[src/rtl/axis_pkt_fifo.sv]
// AXI-Stream beat FIFO; AXIS_PKT_FIFO_STORE_FWD_EN selects store-and-forward, otherwise cut-through.
// Latency: a pushed beat reaches m_* the cycle after its push edge (no combinational pass-through).
// Backpressure: s_tready drops when full, from registered state only; outputs hold while m_tready is low.
module axis_pkt_fifo #(
  parameter int TDATA_WIDTH = 4,
  parameter int TUSER_WIDTH = 1,
  parameter int DEPTH       = 8
) (
  input  logic                       clk,
  input  logic                       reset_n,
  input  logic                       s_tvalid,
  output logic                       s_tready,
  input  logic [TDATA_WIDTH*8-1:0]   s_tdata,
  input  logic [TDATA_WIDTH-1:0]     s_tkeep,
  input  logic                       s_tlast,
  input  logic [TUSER_WIDTH-1:0]     s_tuser,
  output logic                       m_tvalid,
  input  logic                       m_tready,
  output logic [TDATA_WIDTH*8-1:0]   m_tdata,
  output logic [TDATA_WIDTH-1:0]     m_tkeep,
  output logic                       m_tlast,
  output logic [TUSER_WIDTH-1:0]     m_tuser,
  output logic [$clog2(DEPTH):0]     level
);

  localparam int AW = $clog2(DEPTH);
  localparam int LW = AW + 1;

  typedef struct packed {
    logic [TDATA_WIDTH*8-1:0] data;
    logic [TDATA_WIDTH-1:0]   keep;
    logic                     last;
    logic [TUSER_WIDTH-1:0]   user;
  } beat_t;

  beat_t          mem [DEPTH];
  beat_t          wr_beat;
  beat_t          rd_beat;
  logic [AW-1:0]  wr_ptr;
  logic [AW-1:0]  rd_ptr;
  logic [LW-1:0]  level_q;
  logic           rdy_en;
  logic           full;
  logic           push;
  logic           pop;

  // rdy_en keeps s_tready low while in reset and raises it one edge after release.
  always_ff @(posedge clk or negedge reset_n) begin
    if (!reset_n) rdy_en <= 1'b0;
    else          rdy_en <= 1'b1;
  end

  assign full     = (level_q == LW'(DEPTH));
  assign s_tready = rdy_en && !full;
  assign push     = s_tvalid && s_tready;
  assign pop      = m_tvalid && m_tready;
  assign level    = level_q;

  assign wr_beat = '{data: s_tdata, keep: s_tkeep, last: s_tlast, user: s_tuser};
  assign rd_beat = mem[rd_ptr];
  assign m_tdata = rd_beat.data;
  assign m_tkeep = rd_beat.keep;
  assign m_tlast = rd_beat.last;
  assign m_tuser = rd_beat.user;

  always_ff @(posedge clk) begin
    if (push) mem[wr_ptr] <= wr_beat;
  end

  always_ff @(posedge clk or negedge reset_n) begin
    if (!reset_n) begin
      wr_ptr  <= '0;
      rd_ptr  <= '0;
      level_q <= '0;
    end else begin
      if (push) wr_ptr <= wr_ptr + AW'(1);
      if (pop)  rd_ptr <= rd_ptr + AW'(1);
      case ({push, pop})
        2'b10:   level_q <= level_q + LW'(1);
        2'b01:   level_q <= level_q - LW'(1);
        default: level_q <= level_q;
      endcase
    end
  end

`ifdef AXIS_PKT_FIFO_STORE_FWD_EN
  logic [LW-1:0] pkt_cnt;
  logic          pkt_inc;
  logic          pkt_dec;

  assign pkt_inc = push && s_tlast;
  assign pkt_dec = pop && m_tlast;

  always_ff @(posedge clk or negedge reset_n) begin
    if (!reset_n) begin
      pkt_cnt <= '0;
    end else begin
      case ({pkt_inc, pkt_dec})
        2'b10:   pkt_cnt <= pkt_cnt + LW'(1);
        2'b01:   pkt_cnt <= pkt_cnt - LW'(1);
        default: pkt_cnt <= pkt_cnt;
      endcase
    end
  end

  // A full FIFO forwards regardless, so packets longer than DEPTH cannot deadlock.
  assign m_tvalid = (level_q != '0) && ((pkt_cnt != '0) || full);
`else
  assign m_tvalid = (level_q != '0);
`endif

endmodule

[config.mk]
export PLATFORM = sky130hd
export DESIGN_NAME = axis_pkt_fifo
export DESIGN_NICKNAME = d
export VERILOG_FILES = /design/src/rtl/axis_pkt_fifo.sv
export SDC_FILE = /design/constraint.sdc
export NUM_CORES = 1
export LEC_CHECK = 0
export ABC_CLOCK_PERIOD_IN_PS = 4940
export CELL_PAD_IN_SITES_DETAIL_PLACEMENT = 0
export CELL_PAD_IN_SITES_GLOBAL_PLACEMENT = 1
export CORE_ASPECT_RATIO = 1.1
export CORE_MARGIN = 4
export CORE_UTILIZATION = 45
export DETAILED_ROUTE_END_ITERATION = 10
export PLACE_DENSITY_LB_ADDON = 0.1
export SLEW_MARGIN = 20
export SYNTH_ARGS = -nofsm -noshare
export SYNTH_HDL_FRONTEND = slang
export SYNTH_SLANG_ARGS = --single-unit
[constraint.sdc]
create_clock -name clk -period 4.94 [get_ports clk]
set_input_delay 0.741 -clock clk [delete_from_list [all_inputs] [get_ports clk]]
set_output_delay 0.741 -clock clk [all_outputs]
set_load 0.05 [all_outputs]
### The metal 4 layer, run 1

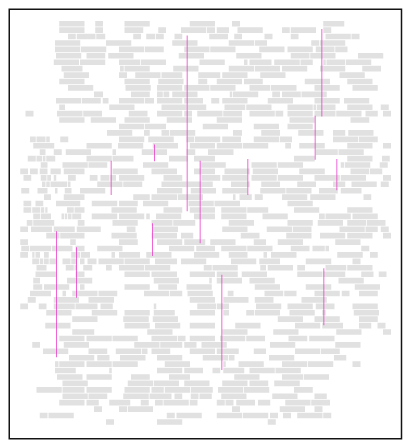
main direction: vertical
share of all routed wire: 1.6%
nets with wire on the layer: 5
wire length on this layer: 365 um
total number of vias: 5,422
total wirelength of the detailed-routed design: 23.4 mm

### Register map, names as in the netlist, run 1

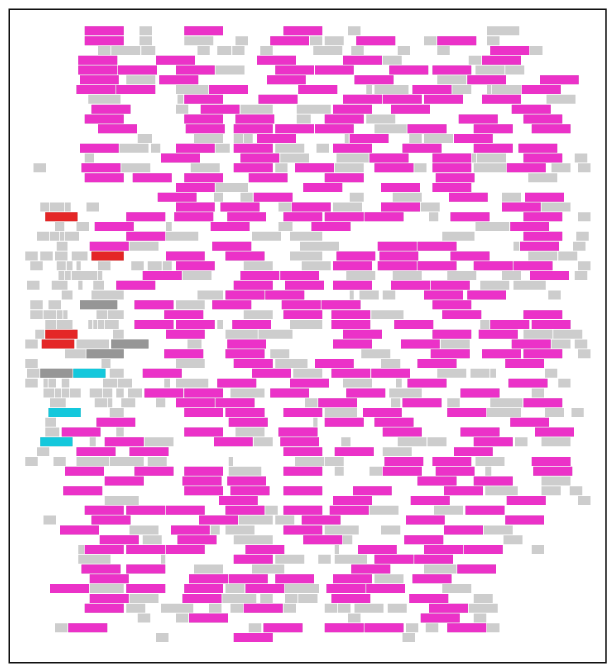
| netlist name | color | placed flops |
|---|---|---|
| wr_ptr | cyan | 3 |
| mem | magenta | 304 |
| level | red | 4 |
not colored: 4
sequential cell area share: 0.647
P_seq: 3.49 mW
total area of sequential cells: 0.00942 sq mm
end-of-flow core utilization: 0.540

### Routed clock nets over the placement, run 1

Bar = 50 um.
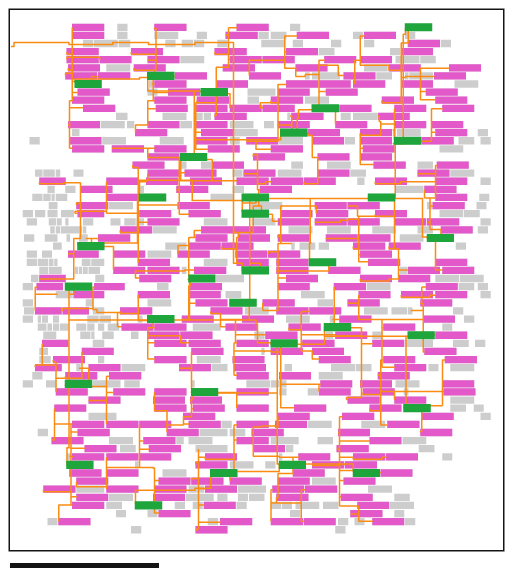
[flip-flops] magenta | count: 315
[clock drivers] green | count: 31
[clock wires] orange | length: 3,400 um
flops lie: widely spread
clock latency of the later-clocked register in the worst-skew pair: 0.54 ns
Power Clock: 2.19 mW

==> impl_metrics.tcl, run 1 <==
# metrics dict for downstream scripts
set metrics [dict create \
    viasPerCell 5.44 \
    cts_buffers 31 \
    cp_slowest_cell "sky130_fd_sc_hd__clkdlybuf4s50_1" \
    run_status "completed" \
    clock_sink_count 315 \
    num-clock-buffers 33 \
    arrival_ns 3.22 \
    fmax_mhz 253 \
    irDropWorstVdd_v 0.000561 \
    cts_buffer_depth 3 \
    root_buffer "sky130_fd_sc_hd__clkbuf_16" \
    area_growth_syn_to_layout_pct 18.5 \
    detail_route.wl_per_cell_um 23.4 \
    layout.filler_cells 2073 \
    antenna-diode-count 0 \
    fin_setup_tns_ns 0 \
    critical_path.startpoint "rd_ptr[0]" \
    placed_cell_area_sq_mm 0.0136 \
    setup_viol_count_final 0 \
    p_seq_frac 0.387 \
    antenna_left 0 \
    total_switching_power_mw 3.07 \
    drv_slew 0 \
    chipWidth_um 165 \
    buffers_excl_clock 101 \
    commonest_cells_after_routing_fill_and_taps_aside "304 x sky130_fd_sc_hd__edfxtp_1, 85 x sky130_fd_sc_hd__clkdlybuf4s50_1, 63 x sky130_fd_sc_hd__mux4_2" \
    startpoint_of_the_most_critical_register_to_register_path "level[0]" \
    hold_path.class "reg -> reg" \
    power.static_leakage_nw 4.74 \
    final_hold_viol_count 0 \
    largest_incremental_delay_on_the_critical_path_ns 0.70 \
    grt_setup_unrepaired "no" \
    layout_top_cell "sky130_fd_sc_hd__edfxtp_1" \
    met1_usage 0.219 \
    overflow 0 \
    post-cts-setup-buffer-count 0 \
    grt_start_max_net_pins 49 \
    synth_seq_share 0.766 \
]
[run 1: flip-flops by register name (all words and copies together), names as in the netlist]
signal	cells
level	4
mem	304
rd_ptr	3
rdy_en	1
wr_ptr	3
[run 1: synthesized netlist by cell type, types with 2 or more instances]
master | n | area [sq um]
sky130_fd_sc_hd__a21oi_1 | 2 | 10.0
sky130_fd_sc_hd__buf_12 | 4 | 80.1
sky130_fd_sc_hd__buf_2 | 7 | 35.0
sky130_fd_sc_hd__clkbuf_1 | 8 | 30.0
sky130_fd_sc_hd__clkbuf_4 | 3 | 22.5
sky130_fd_sc_hd__dfrtp_1 | 11 | 275
sky130_fd_sc_hd__edfxtp_1 | 304 | 9130
sky130_fd_sc_hd__ha_1 | 5 | 62.6
sky130_fd_sc_hd__inv_1 | 5 | 18.8
sky130_fd_sc_hd__mux2_1 | 2 | 22.5
sky130_fd_sc_hd__mux2_2 | 10 | 113
sky130_fd_sc_hd__mux2_4 | 29 | 435
sky130_fd_sc_hd__mux4_1 | 13 | 342
sky130_fd_sc_hd__mux4_2 | 63 | 1420
sky130_fd_sc_hd__nand2_1 | 3 | 11.3
sky130_fd_sc_hd__nand2b_1 | 2 | 12.5
sky130_fd_sc_hd__nand3_1 | 4 | 20.0
sky130_fd_sc_hd__nand4_1 | 2 | 12.5
sky130_fd_sc_hd__nor2_1 | 6 | 22.5
sky130_fd_sc_hd__nor3_1 | 2 | 10.0
sky130_fd_sc_hd__nor3b_1 | 3 | 22.5
sky130_fd_sc_hd__or4b_1 | 2 | 20.0
sky130_fd_sc_hd__xnor2_1 | 5 | 43.8
[run 1: critical path, delay by kind of cell (launching register included)]
family	cells	cell delay, ns
flip-flops	1	0.58
buffers and inverters	2	1.17
multiplexers	2	0.90
[run 1: cell families (layout without fill, tap and decap cells)]
group / after synthesis / count (layout) / synth area share
AND-OR/OR-AND: 6 / 6 / 0.00346
XOR/XNOR: 6 / 6 / 0.00428
adder cells (fa/ha/maj): 6 / 6 / 0.00673
buffers and inverters: 28 / 161 / 0.0161
flip-flops: 315 / 315 / 0.766
multiplexers: 118 / 118 / 0.191
other: 1 / 1 / 0.000305
AND/OR/NAND/NOR: 27 / 27 / 0.0125
[run 1: power groups by stage]
stage / logic (mW) / registers [mW] / clock network [mW]
2_1_floorplan: 2.66 / 3.36 / 0
3_3_place_gp: 3.38 / 3.54 / 0
3_5_place_dp: 3.40 / 3.56 / 0
4_1_cts: 3.41 / 3.50 / 2.25
5_1_grt: 3.53 / 3.53 / 2.38
6_report: 3.34 / 3.49 / 2.19
[run 1: stage by stage]
stage                     worst slack, ns  utilization  power [mW]  cells  hold slack (ns)
final                               0.981        0.540        9.01    997            0.529
after global routing                0.798        0.540        9.44    997            0.572
after CTS                           0.897        0.540        9.17    997            0.531
after detailed placement             1.48        0.504        6.96    942            0.523
after global placement               1.52        0.504        6.92    942            0.511
after floorplan                     0.712            -        6.02    507            0.445
[run 1: routing by layer]
layer | part of all wire | routed length (um) | up-vias
met1 | 0.42 | 9810 | 2890
met2 | 0.52 | 12200 | 116
met5 | 0 | 0 | -
met3 | 0.042 | 973 | 30
li1 | - | - | 2386
met4 | 0.016 | 364 | 0
### Pin placement, run 1

Pins as bars across the die edge, other pins in gray.
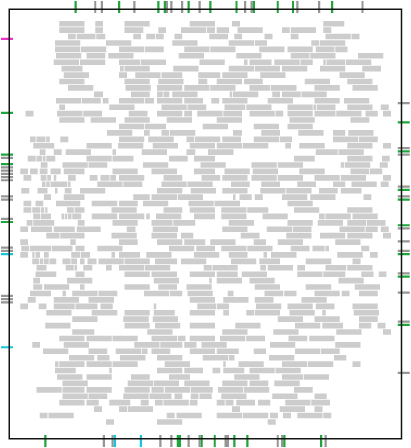

## Run 2: what changed since run 1
- ABC_CLOCK_PERIOD_IN_PS: 4940 -> 3700
- clock period: 4.94 -> 3.7 ns (I/O delays scaled with it)
### Pin placement, run 2

Pins as bars across the die edge, other pins in gray.
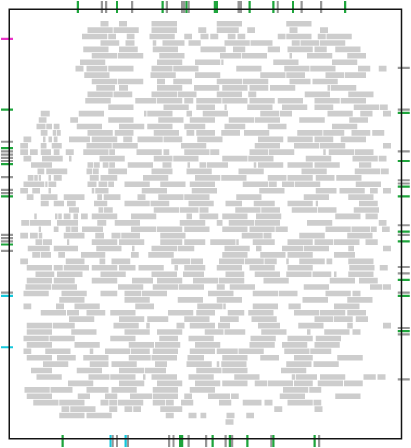
| port | color | pins | direction | edge |
|---|---|---|---|---|
| clk | magenta | 1 | input | left |
| s_tkeep | cyan | 4 | input | 2 left, 2 bottom |
| s_tdata | green | 32 | input | 10 top, 9 right, 8 bottom, 5 left |
all pins by edge: 22 right, 22 top, 21 left, 21 bottom
Die X: 165 um
input/output buffers: 85
die span in y: 181 um

==> run 2 against run 1 <==
Against the previous run: register-to-register slack worse by 1.2 ns; largest power group is now combinational logic; routed wire length up 0.98%; clock power up 28%; total power up 34%; worst setup slack worse by 0.87 ns; combinational power up 43%; global-route usage up 0.14 points; sequential share of layout area down 0.45 points; cell area up 0.68%; cell count up 0.80%; first-iteration DRC count down 7.9%.
==> impl_metrics.tcl, run 2 <==
# metrics dict for downstream scripts
set metrics [dict create \
    synthMostInstantiatedCell "sky130_fd_sc_hd__edfxtp_1" \
    synth_seq_share 0.766 \
    netlist_top_cells_area "sky130_fd_sc_hd__edfxtp_1 74%, sky130_fd_sc_hd__mux4_2 12%, sky130_fd_sc_hd__mux2_4 3.5%, sky130_fd_sc_hd__mux4_1 2.8%, sky130_fd_sc_hd__dfrtp_1 2.2%" \
    cts_buffers 31 \
    worst-endpoint-required_ns 3.14 \
    yosysTopAreaCell "sky130_fd_sc_hd__edfxtp_1" \
    fmax_mhz 279 \
    totalWireLength_mm 23.6 \
    final_min_period_over_clock_period 0.969 \
    cts_buffer_depth 3 \
    fin_setup_tns_ns 0 \
    layout_top_cell "sky130_fd_sc_hd__edfxtp_1" \
    viasPerCell 5.46 \
    drv_slew 0 \
    root_buffer "sky130_fd_sc_hd__clkbuf_16" \
    top_area_frac 0.744 \
    vias 5489 \
    overflow 0 \
    worst_hold_slack_ns 0.368 \
    arrival_ns 3.03 \
    post_route_insts_no_fill 1005 \
    commonest_cells_after_routing_fill_and_taps_aside "304 x sky130_fd_sc_hd__edfxtp_1, 79 x sky130_fd_sc_hd__clkdlybuf4s50_1, 63 x sky130_fd_sc_hd__mux4_2" \
    flop_cell "sky130_fd_sc_hd__edfxtp_1" \
    startpoint_of_the_most_critical_register_to_register_path "level[0]" \
    clock_sink_count 315 \
    final_hold_viol_count 0 \
    antenna-diode-count 0 \
    synthTopCellsByCount "304 x sky130_fd_sc_hd__edfxtp_1, 63 x sky130_fd_sc_hd__mux4_2, 29 x sky130_fd_sc_hd__mux2_4, 13 x sky130_fd_sc_hd__mux4_1, 11 x sky130_fd_sc_hd__dfrtp_1" \
    clock.latency.late_pin_ns 0.54 \
    p_seq_frac 0.373 \
    detail_route.wl_per_cell_um 23.5 \
    postLayoutCoreUtil 0.543 \
    power.static_leakage_nw 4.78 \
    hold_path.class "in -> async" \
    report.power.total_mw 12.1 \
    cts.htree.levels 1 \
    placement_rows 63 \
    run_status "completed" \
    largest_register_ffs 304 \
    regMostFlops "mem" \
    antenna_left 0 \
    placedCellCount 947 \
    grt_setup_unrepaired "no" \
]
### Routing congestion map, run 2

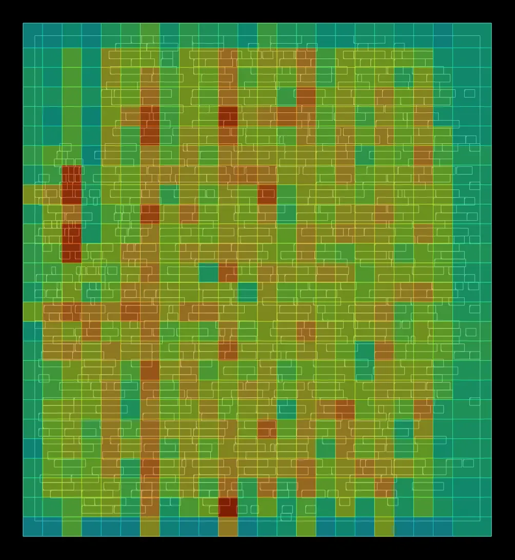
met3 Use GR: 0.0274
grt peak-use layer: met2
met1 Resource Use GR: 0.217

## run 2: timing repair
action                     in CTS  in global routing
setup buffers                   1                  0
hold endpoints to repair        0                  0
setup endpoints to repair      10                  0
## run 2: how the worst max path moves through the flow
stage,slack (ns),startpoint,cells after the start,endpoint
after floorplan,0.48,level[0],3,mem[7][0]
after global placement,0.56,rd_ptr[0],4,m_tkeep[0]
after detailed placement,0.55,rd_ptr[0],4,m_tkeep[2]
after CTS,0.08,rd_ptr[1],4,m_tdata[23]
after global routing,0.02,rd_ptr[1],4,m_tdata[20]
final,0.12,rd_ptr[1],4,m_tdata[23]
## run 2: critical path, stage by stage, from the launching register on
cell                              delay (ns)
sky130_fd_sc_hd__dfrtp_4                0.81
sky130_fd_sc_hd__buf_4                  0.33
sky130_fd_sc_hd__mux4_2                 0.33
sky130_fd_sc_hd__mux2_2                 0.29
sky130_fd_sc_hd__clkdlybuf4s50_1        0.71
## run 2: layer usage
metal,track usage,vias to the layer above,share of wire
li1,-,2401,-
met1,0.217,2941,0.42
met2,0.277,114,0.52
met3,0.0274,31,0.042
met4,0.0330,2,0.015
met5,0,-,0.00034
## run 2: per-stage QoR
step | instance area, sq um | setup slack [ns]
CTS | 14600 | 0.0773
detailed placement | 13700 | 0.548
floorplan | 12300 | 0.481
global placement | 13700 | 0.561
finish | 14600 | 0.115
global route | 14600 | 0.0231
## run 2: cell type report
cell class	count	area (sq um)
tap	357	447
sequential	315	9410
fill	2100	12300
multi-input combinational	164	2740
clock inverter	17	103
timing repair buffer	107	1110
clock buffer	40	810
inverter	5	18.8
## run 2: kinds of logic (layout without fill, tap and decap cells)
group | after synthesis | count (layout) | share of synthesized area
mux | 118 | 118 | 0.191
other cells | 1 | 1 | 0.000305
simple gates | 27 | 27 | 0.0125
flops | 315 | 315 | 0.766
fa+ha+maj | 6 | 6 | 0.00673
compound gates | 6 | 6 | 0.00346
buf+inv | 28 | 169 | 0.0161
xor+xnor | 6 | 6 | 0.00428
## run 2: power by group through the flow
stage	clock network, mW	registers, mW	logic, mW
after global placement	0	4.61	4.73
after detailed placement	0	4.63	4.78
after global routing	3.06	4.54	5.04
after floorplan	0	4.49	3.55
after CTS	2.90	4.51	4.87
final	2.81	4.51	4.76
## Run 3: what changed since run 2
- CAP_MARGIN: unset -> 15
### Register map, names as in the netlist, run 3

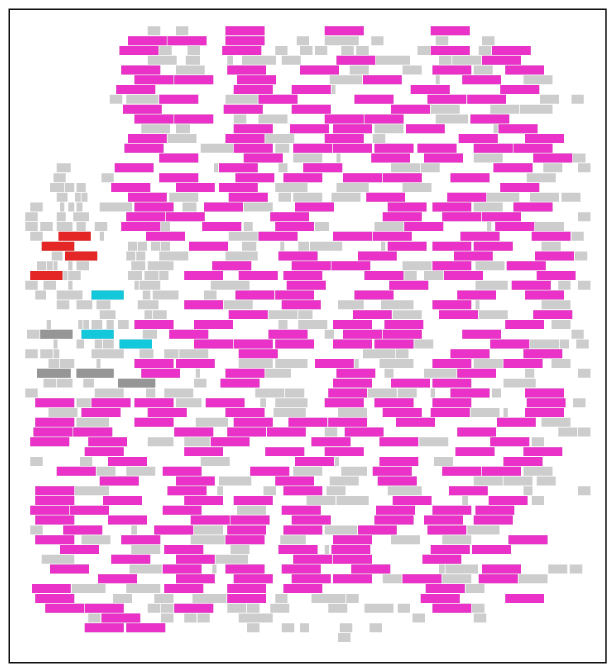
| netlist name | color | placed flops |
|---|---|---|
| wr_ptr | cyan | 3 |
| mem | magenta | 304 |
| level | red | 4 |
not colored: 4
total area of sequential cells: 0.00941 sq mm
end-of-flow core utilization: 0.543
sequential cell area share: 0.643
P_seq: 4.51 mW

### Routed clock nets over the placement, run 3

Bar = 50 um.
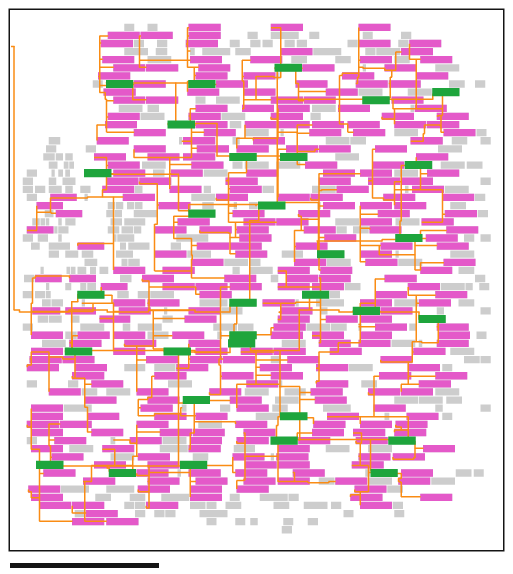
[clock drivers] green | count: 31
[flip-flops] magenta | count: 315
[clock wires] orange | length: 3,370 um
flops lie: widely spread
routed clock nets: 32
clk_skew: 0.00615 ns
Power Clock: 2.81 mW
clock network power share: 0.233

==> run 3 against run 2 <==
Against the previous run: global-route usage unchanged; cell count unchanged; count of clock-buffer cells in the layout unchanged; worst setup slack unchanged; utilization unchanged; maximum frequency unchanged; sequential share of layout area unchanged; largest cell class unchanged.
==> impl_metrics.tcl, run 3 <==
# metrics dict for downstream scripts
set metrics [dict create \
    synthTopCellsByCount "304 x sky130_fd_sc_hd__edfxtp_1, 63 x sky130_fd_sc_hd__mux4_2, 29 x sky130_fd_sc_hd__mux2_4, 13 x sky130_fd_sc_hd__mux4_1, 11 x sky130_fd_sc_hd__dfrtp_1" \
    final_min_period_over_clock_period 0.969 \
    post-cts-setup-buffer-count 1 \
    top_area_frac 0.744 \
    overflow 0 \
    run_status "completed" \
    vias 5489 \
    grt_setup_unrepaired "no" \
    largest_register_ffs 304 \
    clock_tree_from_tritoncts "built" \
    ys_sh_xor 0.00428 \
    setup_viol_count_final 0 \
    fin_setup_tns_ns 0 \
    viasPerCell 5.46 \
    yosysTopAreaCell "sky130_fd_sc_hd__edfxtp_1" \
    hold_path.class "in -> async" \
    antenna_left 0 \
    startpoint_of_the_most_critical_register_to_register_path "level[0]" \
    totalWireLength_mm 23.6 \
    netlist_top_cells_area "sky130_fd_sc_hd__edfxtp_1 74%, sky130_fd_sc_hd__mux4_2 12%, sky130_fd_sc_hd__mux2_4 3.5%, sky130_fd_sc_hd__mux4_1 2.8%, sky130_fd_sc_hd__dfrtp_1 2.2%" \
    cts_buffer_depth 3 \
    core-area_sq_mm 0.0270 \
    post_route_insts_no_fill 1005 \
    placedCellCount 947 \
    placement_rows 63 \
    root_buffer "sky130_fd_sc_hd__clkbuf_16" \
    worstPathCellList "buf_4 > mux4_2 > mux2_2 > clkdlybuf4s50_1" \
    synthMostInstantiatedCell "sky130_fd_sc_hd__edfxtp_1" \
    clock.latency.late_pin_ns 0.54 \
    largest_incremental_delay_on_the_critical_path_ns 0.81 \
    cts.htree.levels 1 \
    synthAdderAreaFrac 0.00673 \
    final_hold_viol_count 0 \
    worst-endpoint-required_ns 3.14 \
    flop_cell "sky130_fd_sc_hd__edfxtp_1" \
    p_seq_frac 0.373 \
    total_switching_power_mw 4.12 \
    ys_sh_aoi 0.00346 \
    drv_slew 0 \
    commonest_cells_after_routing_fill_and_taps_aside "304 x sky130_fd_sc_hd__edfxtp_1, 79 x sky130_fd_sc_hd__clkdlybuf4s50_1, 63 x sky130_fd_sc_hd__mux4_2" \
    regMostFlops "mem" \
    layout_top_cell "sky130_fd_sc_hd__edfxtp_1" \
    fmax_mhz 279 \
    cp_slowest_cell "sky130_fd_sc_hd__dfrtp_4" \
    antenna-diode-count 0 \
]
## run 3: cell counts in the layout (fill, tap and decap cells not counted)
No cell type changed its count.
## run 3: critical path: cells and delay by family, from the launching register on
kind                   cells  cell delay, ns
buffers and inverters      2            1.04
muxes                      2            0.62
DFF                        1            0.81
## run 3: power groups by stage
stage | clock, mW | combinational [mW] | sequential [mW]
detailed placement | 0 | 4.78 | 4.63
CTS | 2.90 | 4.87 | 4.51
global placement | 0 | 4.73 | 4.61
floorplan | 0 | 3.55 | 4.49
global route | 3.06 | 5.04 | 4.54
finish | 2.81 | 4.76 | 4.51
## run 3: cell families (layout without fill, tap and decap cells)
group | after synthesis | in the layout
AND-OR/OR-AND | 6 | 6
XOR/XNOR | 6 | 6
adder cells (fa/ha/maj) | 6 | 6
buffers and inverters | 28 | 169
flip-flops | 315 | 315
multiplexers | 118 | 118
other | 1 | 1
AND/OR/NAND/NOR | 27 | 27
## run 3: worst max-delay path by stage
stage | start | endpoint | cells after the start
2_1_floorplan | level[0] | mem[7][0] | 3
3_3_place_gp | rd_ptr[0] | m_tkeep[0] | 4
3_5_place_dp | rd_ptr[0] | m_tkeep[2] | 4
4_1_cts | rd_ptr[1] | m_tdata[23] | 4
5_1_grt | rd_ptr[1] | m_tdata[20] | 4
6_report | rd_ptr[1] | m_tdata[23] | 4
## run 3: routing by layer
layer,vias up,routed length [um],GRT usage
met5,-,8,0
met4,2,357,0.0330
met3,31,1000,0.0274
met2,114,12300,0.277
met1,2941,9940,0.217
li1,2401,-,-
## run 3: layout make-up
type,instances,area [sq um]
sequential,315,9410
inverter,5,18.8
clock buffer,40,810
clock inverter,17,103
fill,2100,12300
timing repair buffer,107,1110
multi-input combinational,164,2740
tap,357,447
## run 3: per-stage QoR
step           hold slack (ns)  setup WS [ns]  power (mW)  utilization  cell area, sq um
3_3_place_gp             0.501          0.561        9.35        0.509             13700
2_1_floorplan            0.259          0.481        8.04            -             12300
5_1_grt                  0.378         0.0231        12.6        0.543             14600
6_report                 0.368          0.115        12.1        0.543             14600
4_1_cts                  0.363         0.0773        12.3        0.543             14600
3_5_place_dp             0.515          0.548        9.41        0.509             13700
Power figures rest on the tool's default switching activity, not on a simulated workload.
